File: src/rtl/pc_seq_pkg.sv
// Shared types for the A09 instruction sequencer. The IRQ state exists only
// when PC_SEQ_IRQ_EN is defined.
package pc_seq_pkg;

  localparam int STATE_W = 3;

  typedef enum logic [STATE_W-1:0] {
    VECTOR = 3'd0,
    FETCH  = 3'd1,
    EXEC   = 3'd2,
    LOAD   = 3'd3,
    HALT   = 3'd4
`ifdef PC_SEQ_IRQ_EN
    , IRQ  = 3'd5
`endif
  } state_t;

  localparam logic STROBE_ON  = 1'b0;
  localparam logic STROBE_OFF = 1'b1;

endpackage

File: src/rtl/pc_sequencer.sv
// Fetch/execute sequencer driving the program counter's active-low load and increment strobes.
// Optional interrupt vectoring with one saved return address is built when PC_SEQ_IRQ_EN is defined.
module pc_sequencer
  import pc_seq_pkg::*;
#(
  parameter int DataWidth = 8,
  parameter logic [DataWidth-1:0] ResetVector = '0
`ifdef PC_SEQ_IRQ_EN
  , parameter logic [DataWidth-1:0] IrqVector = DataWidth'(8'hF0)
`endif
) (
  input  logic                 Clk,
  input  logic                 Reset,
  input  logic [DataWidth-1:0] PcIn,
  output logic                 PC_LD,
  output logic                 PC_Inc,
  output logic [DataWidth-1:0] PC_DIn,
  output logic                 MemReq,
  input  logic                 MemAck,
  output logic                 IR_LD,
  input  logic                 ExecDone,
  input  logic                 BranchTaken,
  input  logic [DataWidth-1:0] BranchTarget,
  input  logic                 Halt,
  output logic                 Halted,
  output logic [STATE_W-1:0]   dbg_state
`ifdef PC_SEQ_IRQ_EN
  , input  logic               IrqReq,
  input  logic                 Reti,
  output logic                 IrqAck
`endif
);

  // Handshake: MemReq stays high until a one-cycle MemAck is sampled in FETCH;
  // ExecDone is a one-cycle pulse that qualifies BranchTaken/BranchTarget/Halt/Reti.

  state_t               state;
  state_t               next_state;
  logic                 armed;
  logic                 acked;
  logic [DataWidth-1:0] target;

`ifdef PC_SEQ_IRQ_EN
  logic                 int_en;
  logic [DataWidth-1:0] saved_pc;
  logic                 irq_take;

  assign irq_take = IrqReq && int_en;
`else
  logic unused_pc_in;

  // PcIn only feeds the return address, which this build does not keep.
  assign unused_pc_in = ^PcIn;
`endif

  assign dbg_state = state;

  // armed keeps the reset-vector load off the pins until the first clock after release.
  always_ff @(posedge Clk or posedge Reset) begin
    if (Reset) begin
      state <= VECTOR;
      armed <= 1'b0;
      acked <= 1'b0;
    end else begin
      state <= next_state;
      armed <= 1'b1;
      acked <= (state == FETCH) && !acked && MemAck;
    end
  end

  always_comb begin
    next_state = state;
    case (state)
      VECTOR: if (armed) next_state = FETCH;
      FETCH:  if (acked) next_state = EXEC;
      EXEC: begin
        if (ExecDone) begin
          if (Halt)              next_state = HALT;
`ifdef PC_SEQ_IRQ_EN
          else if (irq_take)     next_state = IRQ;
          else if (Reti)         next_state = LOAD;
`endif
          else if (BranchTaken)  next_state = LOAD;
          else                   next_state = FETCH;
        end
      end
      LOAD:   next_state = FETCH;
      HALT: begin
`ifdef PC_SEQ_IRQ_EN
        if (irq_take) next_state = IRQ;
`endif
      end
`ifdef PC_SEQ_IRQ_EN
      IRQ:    next_state = FETCH;
`endif
      default: next_state = VECTOR;
    endcase
  end

  always_ff @(posedge Clk or posedge Reset) begin
    if (Reset) begin
      target <= '0;
`ifdef PC_SEQ_IRQ_EN
      int_en   <= 1'b1;
      saved_pc <= '0;
`endif
    end else begin
      if (state == EXEC && ExecDone && !Halt) begin
`ifdef PC_SEQ_IRQ_EN
        if (Reti) begin
          target <= saved_pc;
          int_en <= 1'b1;
        end else if (BranchTaken) begin
          target <= BranchTarget;
        end
        // A taken branch is where the interrupted program resumes.
        if (irq_take) saved_pc <= BranchTaken ? BranchTarget : PcIn;
`else
        if (BranchTaken) target <= BranchTarget;
`endif
      end
`ifdef PC_SEQ_IRQ_EN
      if (state == HALT && irq_take) saved_pc <= PcIn;
      if (next_state == IRQ) int_en <= 1'b0;
`endif
    end
  end

  always_comb begin
    PC_LD  = STROBE_OFF;
    PC_Inc = STROBE_OFF;
    IR_LD  = STROBE_OFF;
    PC_DIn = '0;
    MemReq = 1'b0;
    Halted = 1'b0;
`ifdef PC_SEQ_IRQ_EN
    IrqAck = 1'b0;
`endif
    case (state)
      VECTOR: begin
        if (armed) begin
          PC_LD  = STROBE_ON;
          PC_DIn = ResetVector;
        end
      end
      FETCH: begin
        if (acked) begin
          IR_LD  = STROBE_ON;
          PC_Inc = STROBE_ON;
        end else begin
          MemReq = 1'b1;
        end
      end
      LOAD: begin
        PC_LD  = STROBE_ON;
        PC_DIn = target;
      end
      HALT: Halted = 1'b1;
`ifdef PC_SEQ_IRQ_EN
      IRQ: begin
        PC_LD  = STROBE_ON;
        PC_DIn = IrqVector;
        IrqAck = 1'b1;
      end
`endif
      default: ;
    endcase
  end

endmodule

File: config.mk
export PLATFORM = sky130hd
export DESIGN_NAME = pc_sequencer
export DESIGN_NICKNAME = d
export VERILOG_FILES = /design/src/rtl/pc_seq_pkg.sv /design/src/rtl/pc_sequencer.sv
export SDC_FILE = /design/constraint.sdc
export NUM_CORES = 1
export LEC_CHECK = 0
export CORE_MARGIN = 2
export CORE_UTILIZATION = 37
export DETAILED_ROUTE_END_ITERATION = 8
export PLACE_DENSITY = 0.86
export SLEW_MARGIN = 15
export SYNTH_ARGS = -nofsm -noshare
export SYNTH_HDL_FRONTEND = slang
export SYNTH_SLANG_ARGS = --single-unit
File: constraint.sdc
create_clock -name Clk -period 1.9 [get_ports Clk]
set_input_delay 0.19 -clock Clk [delete_from_list [all_inputs] [get_ports Clk]]
set_output_delay 0.19 -clock Clk [all_outputs]
set_load 0.1 [all_outputs]
### Cell density map, run 1

10 x 10 tiles, from white (low) to dark blue (high), 0 to 100% covered.
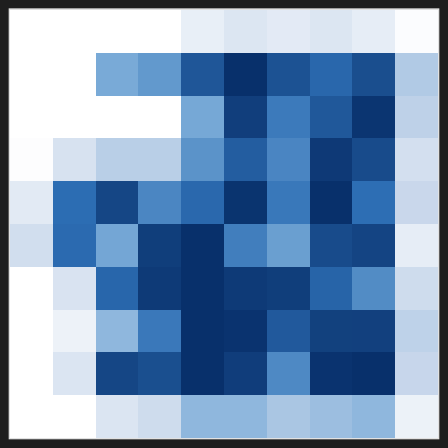
nearly empty tiles: 17%
tiles over 75% full: 38%
fullest tile: 100%
emptiest ninth of the die: upper left
mean over tiles: 51%

### I/O nets highlighted, run 1

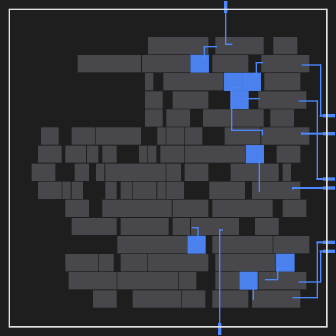
| port | color | bits | direction | edge | end cells | buffers | wire |
|---|---|---|---|---|---|---|---|
| PC_DIn | blue | 8 | output | 6 right, 1 top, 1 bottom | 8 | 8 | 113 um |
Port Buf Inserts: 29
I/O pins: 38

### Routing congestion map, run 1

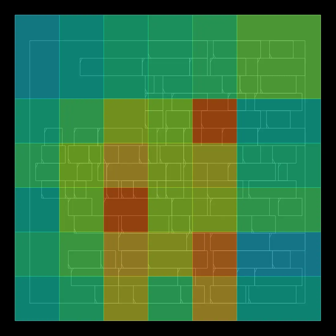
DR WL/cell: 12.8 um
met2 track demand over resource: 25.4%

==> run notes, run 1 <==
Notes on the physical design

The antenna violation net count after detailed routing is 0. The instance area after placement is 0.00116 mm^2. STA puts the critical path data required time at 1710 ps. The number of nets in the synthesized netlist is 80. The wire length on met1 is 643 um. The aggregate global-route resource usage is about 15%.

The biggest fanout along the worst timing path is 10. Counting endpoints that fail hold in the final report gives 0. The setup slack of the worst register-to-register path is 290 ps. Summing every instance area after synthesis gives 701 um^2. In the floorplan report the effective utilization is 40.1%. Along the critical path, the tally of buffer and inverter instances is 1. The chip footprint is 0.00226 mm^2.

The number of non-filler instances in the completed layout is roughly 110. Yosys reports a chip area of 701 um^2. The end-of-flow timing check tallies setup violations at 0. The total congestion overflow after global routing is 0. Measured along the y axis, the die boundary spans 47.5 um. In this run the core area contains 15 standard-cell rows.

The most critical hold endpoint after final layout shows a slack of 252 ps. The per-instance average area after synthesis is 12.1 um^2. In this run the horizontal extent of the chip is 47.5 um. The final weighted congestion of routability-driven global placement is between 0.7 and 0.8.

The standby leakage power is between 0.5 and 0.6 nW. TritonCTS built the clock tree. The flow ran to the end, and the final reports show no timing, DRC or antenna violations. Wire segments on met2 add up to 726 um in the final route. OpenSTA lists the critical path endpoint as MemReq.

The timing report gives the clock slew at the launch and capture registers of the worst setup and hold paths as 70 ps. In the routed layout, each cell is associated on average with a via count of about 4.7. The synthesized netlist handed to floorplanning was reported with a cell count of 58.

The later-pin clock latency in the skew report is 270 ps. The number of distinct standard cells referenced by the synthesized netlist is 21. The nature of the critical path endpoint is a primary output. Across all layers, the routed design uses 533 vias. The max capacitance violation total is 0. The filler cell count in the final layout is 128. Sequential cells were found to cover a little under half of the synthesized design area. The fmax is 594 MHz. Setup repair after global routing left no endpoint under its margin. The startpoint class of the critical path is a flop. The DRC marker count from the first detailed-route iteration is 3.

The overall power of the completed layout is 0.00190 W. The OpenROAD warning count is 34. Signal routing reaches up to met4. The standard cell with the maximum stage delay on the critical path is sky130_fd_sc_hd__dfrtp_4.
==> run 1: synthesized netlist by cell type <==
cell type	n	area share (%)
sky130_fd_sc_hd__dfrtp_1	13	46
sky130_fd_sc_hd__and2_1	10	8.9
sky130_fd_sc_hd__mux2_4	8	17
sky130_fd_sc_hd__buf_6	3	4.8
sky130_fd_sc_hd__nand2_1	3	1.6
sky130_fd_sc_hd__a21oi_1	2	1.4
sky130_fd_sc_hd__inv_1	2	1.1
sky130_fd_sc_hd__nor2_1	2	1.1
sky130_fd_sc_hd__nor2b_1	2	1.8
sky130_fd_sc_hd__o21ai_0	2	1.4
sky130_fd_sc_hd__a211o_2	1	1.4
sky130_fd_sc_hd__a21o_1	1	1.1
sky130_fd_sc_hd__a22o_2	1	1.4
sky130_fd_sc_hd__and3b_2	1	1.4
sky130_fd_sc_hd__and4b_1	1	1.4
sky130_fd_sc_hd__buf_4	1	1.1
sky130_fd_sc_hd__conb_1	1	0.54
sky130_fd_sc_hd__nand2b_1	1	0.89
sky130_fd_sc_hd__nand4b_1	1	1.3
sky130_fd_sc_hd__nor3b_1	1	1.1
sky130_fd_sc_hd__nor3b_4	1	2.7
==> run 1: cell usage in the layout (no fill, tap or decap), types with 3 or more instances in the layout <==
cell / n
sky130_fd_sc_hd__and2_2: 8
sky130_fd_sc_hd__clkbuf_4: 3
sky130_fd_sc_hd__clkdlybuf4s50_1: 13
sky130_fd_sc_hd__buf_12: 13
sky130_fd_sc_hd__mux2_4: 8
sky130_fd_sc_hd__buf_4: 4
sky130_fd_sc_hd__dfrtp_1: 10
==> run 1: logic make-up after synthesis <==
kind of cell	after synthesis	share of synthesized area (%)
multiplexers	8	17.1
buffers and inverters	6	6.96
flip-flops	13	46.4
AND/OR/NAND/NOR	23	22.1
AND-OR/OR-AND	7	6.79
other	1	0.535
==> run 1: final cells by class <==
class,instances,area [um^2],area share [%]
Multi-Input combinational cell,39,363,30.7
Sequential cell,13,334,28.3
Clock buffer,4,26.3,2.22
Tap cell,25,31.3,2.65
Timing Repair Buffer,30,420,35.6
Inverter,2,7.51,0.635
==> run 1: registers in the layout (all words and copies together) (netlist names) <==
signal / count
armed: 1
target: 8
dbg_state: 3
acked: 1
==> run 1: how the worst min path moves through the flow <==
stage                     slack (ps)  startpoint      endpoint  cells past startpoint
final                            250       Reset     target[4]                      2
after global routing             300       Reset  dbg_state[1]                      2
after global placement           480   target[3]     target[3]                      1
after CTS                        250       Reset     target[4]                      2
after floorplan                   70       Reset         acked                      1
after detailed placement         490   target[5]     target[5]                      1
==> run 1: routing by layer <==
layer / up-vias / GRT usage (%)
met5: - / 0
met4: 0 / 8.33
met3: 2 / 2.26
met2: 18 / 25.4
met1: 259 / 19.3
li1: 254 / -
==> run 1: power groups by stage <==
stage | sequential, W | clock [W] | combinational [W]
final | 0.000474 | 0.000164 | 0.00126
after CTS | 0.000475 | 0.000174 | 0.00127
after global routing | 0.000491 | 0.000186 | 0.00131
after global placement | 0.000470 | 0 | 0.00126
after floorplan | 0.000587 | 0 | 0.000816
after detailed placement | 0.000479 | 0 | 0.00127
--- run 2 (diff from run 1) ---
- SKIP_CTS_REPAIR_TIMING: not set -> 1
- SLEW_MARGIN: 15 -> 20
### The metal 1 layer, run 2

Supply wires on this layer in gray.
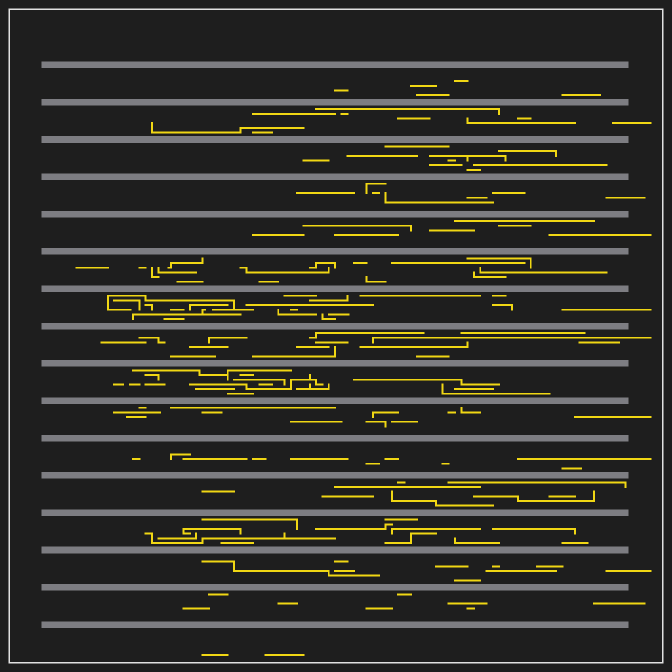
nets with wire on the layer: 86
longest straight run: 20.2 um
wire length on this layer: 644 um
main direction: horizontal
via total after detailed routing: 533
met1 Track Usage GR: 19.3%
overall routed net length: 1450 um

==> run notes, run 2 <==
Notes on the physical design

Static timing analysis puts the maximum clock frequency at 594 MHz. Global routing used about a quarter of the available met2 tracks. The DRC marker count from the first detailed-route iteration is 3. The number of distinct standard cells referenced by the synthesized netlist is 21.

The die boundary width is 47.5 um. Per the layout area report, the register area comes to 334 um^2. The die extent in y is 47.5 um. The number of maximum-capacitance violations recorded for the run is 0.

Warnings raised by the tools during the run amount to 34. Counting every net in the synthesized netlist gives 80. After detailed routing, the average wire length per cell comes to 12.8 um. STA classifies the critical path startpoint as a flop. Yosys reports that the leading cell type by area covers 46.4% of the netlist area.

The area reported by Yosys stat is about 700 um^2. Dividing the synthesized area by the synthesized cell count gives 12.1 um^2. The most critical hold endpoint after final layout shows a slack of 252 ps. Setup repair after global routing left no endpoint under its margin. The first-pass GRT wire length is 2350 um.

The total setup violations reported at the end of the flow is 0. In this run the count of I/O pins placed on the die edge is 38. The placed instances occupy a cell area of around 0.0012 mm^2. met2 is the most crowded layer. Yosys attributes the largest share of cell area to sky130_fd_sc_hd__dfrtp_1, sky130_fd_sc_hd__mux2_4, sky130_fd_sc_hd__and2_1, sky130_fd_sc_hd__buf_6, sky130_fd_sc_hd__nor3b_4. The most popular library cell in the synthesized design by count is sky130_fd_sc_hd__dfrtp_1. The register bank with the most flops is target. For the worst-skew pair, the clock arrives at the later sink with an insertion delay of 270 ps. The aggregate global-route resource usage is 15.4%. The synthesized design contains 0 enable-type register cells. The floorplan step records an initial core utilization of 40.1%. The final hold violation count is 0. RePlAce ended its routability-driven mode at a weighted congestion of 0.714.

Post-route period utilization is reported as 88.5%. Checking hold timing, the worst path is listed with class input port to async pin. The synthesized design spends more area on one cell type than any other, namely sky130_fd_sc_hd__dfrtp_1.

In the layout the commonest cells are sky130_fd_sc_hd__clkdlybuf4s50_1, sky130_fd_sc_hd__buf_12, sky130_fd_sc_hd__dfrtp_1. The actual transition at the worst max-transition pin is approximately 500 ps. Ranked by instance count, the synthesized netlist is headed by sky130_fd_sc_hd__dfrtp_1, sky130_fd_sc_hd__and2_1, sky130_fd_sc_hd__mux2_4, sky130_fd_sc_hd__buf_6, sky130_fd_sc_hd__nand2_1. The finished design was reported to have a net count of 111. Per the layout report, the design carries 128 filler cells. The number of instances in the synthesized netlist is 58. In the synthesized netlist the async set-or-reset flop fraction comes to 100%. The total overflow left after global routing is 0.

The cell area that synthesis handed to floorplanning was ~700 um^2. The clock slew seen by the registers of the worst setup and hold paths is 70 ps. The flow ran to the end, and the final reports show no timing, DRC or antenna violations. The register with the most flip-flops in the layout has 8 of them.

Input and output buffers added on the ports amount to 29. In this run the core area contains 15 standard-cell rows. The overall power of the completed layout is 0.00190 W. The data required time at the worst endpoint is ~1700 ps. The biggest fanout along the worst timing path is 10. Sequential elements use 46.4% of the synthesized area. The chip footprint is 0.00226 mm^2. The post-route minimum period is around 1700 ps. Data arrives at the worst endpoint at 1490 ps. The number of vias per cell is ~4.7. The most used flip-flop cell after synthesis is sky130_fd_sc_hd__dfrtp_1. The H-tree depth is 1.
[run 2: cell counts in the layout (fill, tap and decap cells not counted)]
Identical to the previous run, type by type.
[run 2: cell type report]
class / instances / share of cell area (%)
clock buffer: 4 / 2.22
timing repair buffer: 30 / 35.6
sequential: 13 / 28.3
inverter: 2 / 0.635
multi-input combinational: 39 / 30.7
tap: 25 / 2.65
[run 2: final timing paths]
path / from / slack (ps) / endpoint / depth (start not counted)
hold reg to reg: target[5] / 510 / target[5] / 1
hold / removal: Reset / 250 / target[4] / 2
min in group Clk: MemAck / 500 / acked / 2
setup / recovery: dbg_state[1] / 220 / MemReq / 3
setup reg to reg: dbg_state[0] / 290 / target[5] / 4
max in group asynchronous: Reset / 1270 / dbg_state[0] / 2
[run 2: per-stage QoR]
stage          std cells  utilization [%]  setup WS (ps)
2_1_floorplan         58                -           14.2
3_3_place_gp         109             66.2            328
3_5_place_dp         109             66.2            293
4_1_cts              113             67.7            196
5_1_grt              113             67.7            142
6_report             113             67.7            218
[run 2: where the power goes]
group	total [W]	leakage (nW)	switching, W	internal [W]
Sequential	0.000474	0.167	0.000107	0.000367
Combinational	0.00126	0.353	0.000787	0.000477
Clock	0.000164	0.0150	0.0000830	0.0000812
[run 2: worst max-delay path, stage by stage (launching register included)]
cell,delay (ps)
sky130_fd_sc_hd__dfrtp_4,530
sky130_fd_sc_hd__nor3b_4,280
sky130_fd_sc_hd__nor2b_4,220
sky130_fd_sc_hd__buf_12,180
[run 2: logic make-up (layout without fill, tap and decap cells)]
family | count (synthesis) | after routing | synth area share [%]
AND-OR/OR-AND | 7 | 7 | 6.79
buffers and inverters | 6 | 36 | 6.96
flip-flops | 13 | 13 | 46.4
multiplexers | 8 | 8 | 17.1
other | 1 | 1 | 0.535
AND/OR/NAND/NOR | 23 | 23 | 22.1
[run 2: layer usage]
| layer | wire length (um) | vias up |
|---|---|---|
| li1 | - | 254 |
| met1 | 643 | 259 |
| met2 | 726 | 18 |
| met3 | 63 | 2 |
| met4 | 13 | 0 |
| met5 | 0 | - |
### I/O nets highlighted, run 2

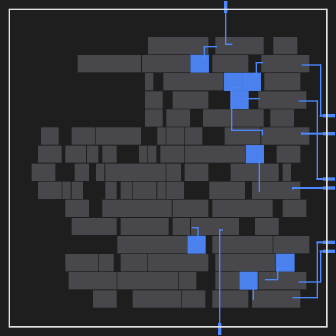

--- run 3 (diff from run 2) ---
- CORE_UTILIZATION: 37 -> 39
- CTS_BUF_LIST: not set -> sky130_fd_sc_hd__clkbuf_2
- PLACE_DENSITY: 0.86 -> 0.89
### I/O nets highlighted, run 3

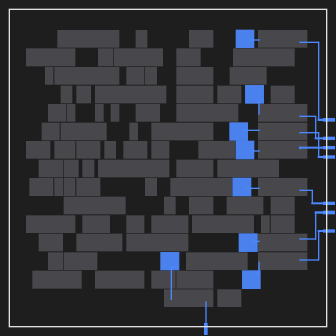
| port | color | bits | direction | edge | end cells | buffers | wire |
|---|---|---|---|---|---|---|---|
| PC_DIn | blue | 8 | output | 7 right, 1 bottom | 8 | 8 | 72.9 um |

==> run notes, run 3 <==
Notes on the physical design

The peak per-stage delay on the critical path is 550 ps. Per the TritonCTS log, the buffer count is 3. The die boundary width is 46.4 um. The share of the clock period used by the worst path after layout is 87.9%. The post-synthesis net count is 80. The most popular library cell in the synthesized design by count is sky130_fd_sc_hd__dfrtp_1. The total congestion overflow after global routing is 0. The final hold violation count is 0. In this run, synthesis inferred 0 flip-flops with an integrated enable. The die covers 0.00215 mm^2. After its last routability iteration, the placer logged a weighted congestion of 0.688. The max capacitance violation total is 0.

The required time at the worst endpoint is listed as roughly 1700 ps. The mux cell area share after synthesis is between 10% and 20%. The number of cell rows is 15. Setup repair after global routing left no endpoint under its margin. Summing the areas of all xor and xnor instances in the mapped netlist gives 0% of the synthesized area.

The total setup violations reported at the end of the flow is 0. The number of flip-flops under the largest register name is 8. The DRC marker count from the first detailed-route iteration is 6. The worst vdd rail ir drop is between 1 and 1.5 mV. The biggest fanout along the worst timing path is 10. The netlist area before placement is 701 um^2. In the layout the commonest cells are sky130_fd_sc_hd__clkdlybuf4s50_1, sky130_fd_sc_hd__buf_12, sky130_fd_sc_hd__dfrtp_1. The DRC violations left is 0. The TritonCTS clock tree is yes. The clock drives 13 sinks.

The die is 46.4 um tall. Note that the worst hold path type here is input port to async pin. The highest clock rate this design can be run at is 599 MHz. The standard cell with the maximum stage delay on the critical path is sky130_fd_sc_hd__dfrtp_4. Summing all placed instances gives a cell area of ~0.0012 mm^2.

The antenna violation net count after detailed routing is 0. The main area contributors are sky130_fd_sc_hd__dfrtp_1, sky130_fd_sc_hd__mux2_4, sky130_fd_sc_hd__and2_1, sky130_fd_sc_hd__buf_6, sky130_fd_sc_hd__nor3b_4. 0 antenna diodes ended up in the layout. Walking the worst path, the cells encountered are nor3b_4, nor2b_4, buf_12.

The clock slew seen by the registers of the worst setup and hold paths is 130 ps. The minimum setup slack in the final design is between 200 and 250 ps. The share of the core area taken by cells at floorplan is 41.0%. The cell-mix breakdown from Yosys lists the compound-gate area share as 6.79%.

The startpoint class of the critical path is a flop. The most critical hold endpoint after final layout shows a slack of 234 ps. The worst path needs 1670 ps of the cycle, external delays included. The aggregate global-route resource usage is 15.3%. The standby leakage power is ~0.54 nW. The number of distinct standard cells referenced by the synthesized netlist is 21. Clock skew on the completed layout was measured at 2.69 ps. The total negative slack is 0 ps. The per-instance average area after synthesis is 12.1 um^2. The clock root buffer master is sky130_fd_sc_hd__clkbuf_2. The OpenROAD warning count is 34. The share of flip-flops with an asynchronous set or reset is 100%. Wires add up to 1340 um. The overall via count from detail_route is 519. After synthesis, the largest area contributor takes up a little under half of total cell area. The average wire length per cell after detail routing is 11.9 um. The number of instances in the synthesized netlist is 58. The first-pass GRT wire length is 2270 um. The maximum number of pins on one net before global-route repair is 14. The register bank with the most flops is target. The layout summary lists the proportion of cells stronger than drive strength 1 as between 50 and 60%. The H-tree depth is 1. In the final design database the tool counted 111 nets. For this design the ratio of total power to cell area is 1590 mW/mm^2. The arrival time of data at the critical path endpoint is 1480 ps. The most used flip-flop cell is sky130_fd_sc_hd__dfrtp_1.

Along the critical path, the tally of buffer and inverter instances is 1. The nature of the critical path endpoint is a primary output. The overall power of the completed layout is 0.00187 W. The via count of the first global-routing pass was 491.

The number of I/O pins is 38. The top cell type by total area after synthesis is sky130_fd_sc_hd__dfrtp_1. The setup slack at placement is around 320 ps.

The type of the worst setup path is flop to primary output. The fraction of the yosys area taken by sequential cells is 46.4%. By count the netlist is led by sky130_fd_sc_hd__dfrtp_1, sky130_fd_sc_hd__and2_1, sky130_fd_sc_hd__mux2_4, sky130_fd_sc_hd__buf_6, sky130_fd_sc_hd__nand2_1. The run finished with clean final reports. The clock reaches the later pin of the worst-skew pair after 260 ps. The biggest combinational cell group after synthesis is simple AND/OR/NAND/NOR gates. The detailed-placement wirelength estimate is between 1000 and 1500 um.

Per the detail_route report, vias per standard cell equal 4.59. The post-synthesis simple-gate area fraction is 22.1%. The area share of fa/ha/maj cells after synthesis is 0%.

The placement report lists the number of port buffers as 29. Yosys reports a chip area of approximately 700 um^2. On the critical path the largest part of the delay comes from flip-flops.
-- run 3: cell counts after synthesis --
Identical to the previous run, type by type.
-- run 3: worst register-to-register path, cell delays in order (launching register included) --
cell                      delay, ps
sky130_fd_sc_hd__dfrtp_4        550
sky130_fd_sc_hd__nor3b_4        210
sky130_fd_sc_hd__and4b_1        210
sky130_fd_sc_hd__buf_4          200
sky130_fd_sc_hd__mux2_4         310
-- run 3: per-stage QoR --
stage | util (%) | cells
detailed placement | 67.7 | 109
global placement | 67.7 | 109
floorplan | - | 58
global route | 68.9 | 113
finish | 68.9 | 113
CTS | 68.9 | 113
-- run 3: layer usage --
layer | vias to the layer above | GRT usage (%) | routed length [um]
met4 | 0 | 8.57 | 29
met5 | - | 0 | 0
met3 | 4 | 4.71 | 108
li1 | 253 | - | -
met1 | 239 | 18.9 | 570
met2 | 23 | 23.3 | 636
-- run 3: kinds of logic after synthesis --
logic type / after synthesis
AOI/OAI and AO/OA: 7
other: 1
and+or+nand+nor: 23
muxes: 8
buffers and inverters: 6
DFF: 13
-- run 3: power by group --
group | total, W | internal (W) | switching, W
combinational | 0.00126 | 0.000477 | 0.000779
clock | 0.000144 | 0.0000558 | 0.0000879
sequential | 0.000473 | 0.000366 | 0.000107
total | 0.00187 | 0.000899 | 0.000974
-- run 3: path summary, 6_finish.rpt --
check	endpoint	slack (ps)	cells after the start	startpoint
worst max-delay path	MemReq	230	3	dbg_state[1]
worst min-delay path	target[6]	230	2	Reset
worst max register to register	target[2]	310	4	dbg_state[0]
worst min register to register	target[3]	520	1	target[3]
max in group asynchronous	dbg_state[1]	1290	2	Reset
min in group Clk	acked	490	2	MemAck
-- run 3: cell type report --
type / instances / area [um^2]
fill: 136 / 532
timing repair buffer: 30 / 420
multi-input combinational: 39 / 363
sequential: 13 / 334
tap: 25 / 31.3
clock buffer: 4 / 20.0
inverter: 2 / 7.51
Power figures rest on the tool's default switching activity, not on a simulated workload.
